===== config.mk =====
export PLATFORM = sky130hd
export DESIGN_NAME = dmem_arbiter
export DESIGN_NICKNAME = d
export VERILOG_FILES = /design/src/rtl/dmem_arbiter.sv
export SDC_FILE = /design/constraint.sdc
export NUM_CORES = 1
export LEC_CHECK = 0
export CORE_MARGIN = 3
export CORE_UTILIZATION = 30
export CTS_BUF_LIST = sky130_fd_sc_hd__clkbuf_8 sky130_fd_sc_hd__clkbuf_16
export DETAILED_ROUTE_END_ITERATION = 6
export HOLD_SLACK_MARGIN = 0.1
export MAX_ROUTING_LAYER = met4
export PLACE_DENSITY_LB_ADDON = 0.1
export SLEW_MARGIN = 20
export SYNTH_ARGS = -nofsm -noshare
export SYNTH_HDL_FRONTEND = slang
export SYNTH_SLANG_ARGS = --single-unit

===== constraint.sdc =====
create_clock -name clk -period 2.05 [get_ports clk]
set_input_delay 0.3075 -clock clk [delete_from_list [all_inputs] [get_ports clk]]
set_output_delay 0.3075 -clock clk [all_outputs]
set_load 0.05 [all_outputs]

===== src/rtl/dmem_arbiter.sv =====
// Two-master arbiter for the shared single-port data memory: core (m0) has fixed
// priority, a starvation counter guarantees debug/DMA (m1) progress, m1 may lock.
module dmem_arbiter #(
    parameter int ADDR_WIDTH   = 32,
    parameter int DATA_WIDTH   = 32,
    parameter int STARVE_LIMIT = 4
) (
    input  logic                  clk,
    input  logic                  rst_n,
    input  logic                  m0_req,
    input  logic                  m0_we,
    input  logic [ADDR_WIDTH-1:0] m0_addr,
    input  logic [DATA_WIDTH-1:0] m0_wdata,
    output logic                  m0_gnt,
    output logic                  m0_rvalid,
    output logic [DATA_WIDTH-1:0] m0_rdata,
    input  logic                  m1_req,
    input  logic                  m1_we,
    input  logic [ADDR_WIDTH-1:0] m1_addr,
    input  logic [DATA_WIDTH-1:0] m1_wdata,
    input  logic                  m1_lock,
    output logic                  m1_gnt,
    output logic                  m1_rvalid,
    output logic [DATA_WIDTH-1:0] m1_rdata,
    output logic                  mem_we,
    output logic [ADDR_WIDTH-1:0] mem_addr,
    output logic [DATA_WIDTH-1:0] mem_wdata,
    input  logic [DATA_WIDTH-1:0] mem_rdata
);

    // Counter is 4 bits wide, so the limit must stay within 1..15.
    localparam logic [3:0] LIMIT_C = 4'(STARVE_LIMIT);

    typedef enum logic [0:0] {
        UNLOCKED = 1'b0,
        LOCKED   = 1'b1
    } lock_state_e;

    lock_state_e state_r;
    lock_state_e state_nxt_s;
    logic [3:0]  starve_cnt_r;
    logic [3:0]  starve_cnt_nxt_s;
    logic        m0_gnt_s;
    logic        m1_gnt_s;

    // Grant decision; grants are forced low while reset is asserted.
    always_comb begin
        m0_gnt_s = 1'b0;
        m1_gnt_s = 1'b0;
        if (!rst_n) begin
            m0_gnt_s = 1'b0;
            m1_gnt_s = 1'b0;
        end else if (state_r == LOCKED) begin
            m1_gnt_s = m1_req;
        end else if (m0_req && m1_req) begin
            if (starve_cnt_r == LIMIT_C) begin
                m1_gnt_s = 1'b1;
            end else begin
                m0_gnt_s = 1'b1;
            end
        end else if (m0_req) begin
            m0_gnt_s = 1'b1;
        end else if (m1_req) begin
            m1_gnt_s = 1'b1;
        end else begin
            m0_gnt_s = 1'b0;
            m1_gnt_s = 1'b0;
        end
    end

    assign m0_gnt = m0_gnt_s;
    assign m1_gnt = m1_gnt_s;

    // Memory-side mux; an idle bus drives all zeros.
    always_comb begin
        mem_we    = 1'b0;
        mem_addr  = '0;
        mem_wdata = '0;
        if (m1_gnt_s) begin
            mem_we    = m1_we;
            mem_addr  = m1_addr;
            mem_wdata = m1_wdata;
        end else if (m0_gnt_s) begin
            mem_we    = m0_we;
            mem_addr  = m0_addr;
            mem_wdata = m0_wdata;
        end else begin
            mem_we    = 1'b0;
            mem_addr  = '0;
            mem_wdata = '0;
        end
    end

    // Lock FSM next state: m1 keeps ownership until it drops lock, even when idle.
    always_comb begin
        state_nxt_s = state_r;
        case (state_r)
            UNLOCKED: begin
                if (m1_gnt_s && m1_lock) begin
                    state_nxt_s = LOCKED;
                end else begin
                    state_nxt_s = UNLOCKED;
                end
            end
            LOCKED: begin
                if (!m1_lock) begin
                    state_nxt_s = UNLOCKED;
                end else begin
                    state_nxt_s = LOCKED;
                end
            end
            default: state_nxt_s = UNLOCKED;
        endcase
    end

    // Starvation counter next value: saturating count of denied m1 cycles.
    always_comb begin
        starve_cnt_nxt_s = 4'd0;
        if (m1_req && !m1_gnt_s) begin
            if (starve_cnt_r == LIMIT_C) begin
                starve_cnt_nxt_s = starve_cnt_r;
            end else begin
                starve_cnt_nxt_s = starve_cnt_r + 4'd1;
            end
        end else begin
            starve_cnt_nxt_s = 4'd0;
        end
    end

    // Lock state and starvation counter registers.
    always_ff @(posedge clk or negedge rst_n) begin
        if (!rst_n) begin
            state_r      <= UNLOCKED;
            starve_cnt_r <= 4'd0;
        end else begin
            state_r      <= state_nxt_s;
            starve_cnt_r <= starve_cnt_nxt_s;
        end
    end

    // Master 0 read response: valid for one cycle after a granted read.
    always_ff @(posedge clk or negedge rst_n) begin
        if (!rst_n) begin
            m0_rvalid <= 1'b0;
            m0_rdata  <= '0;
        end else if (m0_gnt_s && !m0_we) begin
            m0_rvalid <= 1'b1;
            m0_rdata  <= mem_rdata;
        end else begin
            m0_rvalid <= 1'b0;
        end
    end

    // Master 1 read response: valid for one cycle after a granted read.
    always_ff @(posedge clk or negedge rst_n) begin
        if (!rst_n) begin
            m1_rvalid <= 1'b0;
            m1_rdata  <= '0;
        end else if (m1_gnt_s && !m1_we) begin
            m1_rvalid <= 1'b1;
            m1_rdata  <= mem_rdata;
        end else begin
            m1_rvalid <= 1'b0;
        end
    end

endmodule


Fig. 1: M1 wires
Bar = 20 microns.
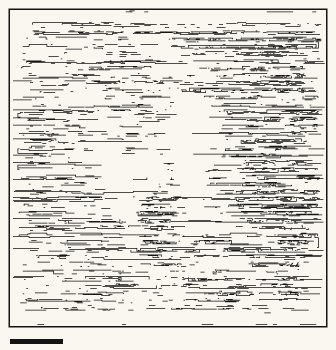
share of all routed wire: 34%
longest straight run: 35.0 microns
nets with wire on the layer: 772
main direction: horizontal

==> metrics.cfg <==
[detailed_routing]
drc = 0
firstDrtPassIters = 4
wl_microns = 19200
routedWlPerCell_microns = 21.4
vias = 4490

[final_layout]
comb_cells = 287
n_antenna_cell = 3
seqCellArea_sq_um = 1780
buffers = 345
bufAreaShareNonClock_pct = 44.8
final-comb-area_sq_um = 2430
n_fill_cell = 859
lay_top_count = clkdlybuf4s50_1
sh_comb_area_pct = 28.0

[clock_tree]
cts-hold-fix-buffers = 4
cts_resized = 81
cts_sinks = 71
cts.clk_slew.worst_paths_ns = 0.05

[power]
pg_seq_uw = 1870
p_int_uw = 4470
clockPowerShare_pct = 24.0
clk-power_uw = 1770
switchingPower_uw = 2930

[final_timing]
setup_viol = 66
hold_violations = 0
clock.fmax_ghz = 0.437
setup_slack_ns = -0.239
slew_viol_final = 0
finalSetupTns_ns = -11.42

[synth]
ys_sh_mux_pct = 19.2
yosysTopAreaCellShare_pct = 46.8
ys_types = 29
yosysWarnings = 0
top_cells_by_area = dfrtp_1, mux2_2, nand2_1
syn_inst = 399
synthesis.area_sq_um = 3800
async_flop_share_pct = 100
synth_flops = 71
top_area_cell = dfrtp_1
synth_nets = 568

[worst_setup_path]
cp-end-kind = output port
cp_common_cell = buf_12
cp_cell_sequence = inv_2 -> ha_4 -> and3b_2 -> o21ai_4 -> buf_12 -> buf_12 -> clkbuf_16 -> o22ai_2 -> buf_6
rr_worst_depth = 8
worst-setup-path-type = register to output port
critical_path_buf_inv_count = 5
worstPathRequired_ns = 1.74
crit_start = starve_cnt_r[1]
worst-path-stages = 9

[outcome]
violations = setup timing
status = finished, violations left

[placement]
placedInstanceArea_sq_um = 7210

[floorplan]
fp.dieArea_sq_um = 14000
tap_cells = 168
initCoreUtil_pct = 31.1
io_pins = 300

[global_route]
busiest_layer = met2
grt_max_degree = 55
grt_overflow = 0

Fig. 2: signal wires on met2
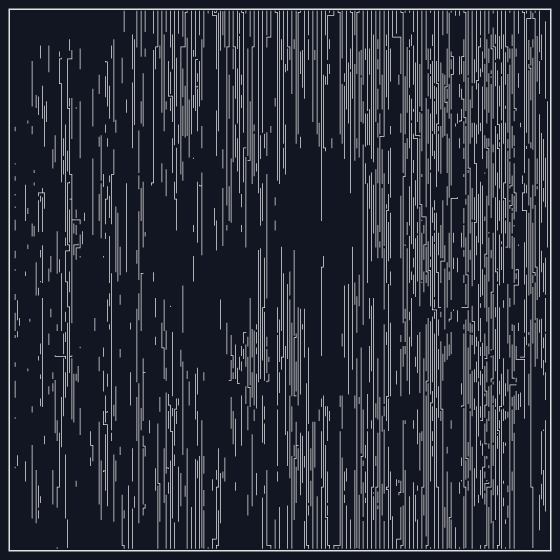
wire length on this layer: 9930 microns
nets with wire on the layer: 827
share of all routed wire: 52%
longest straight run: 47.1 microns

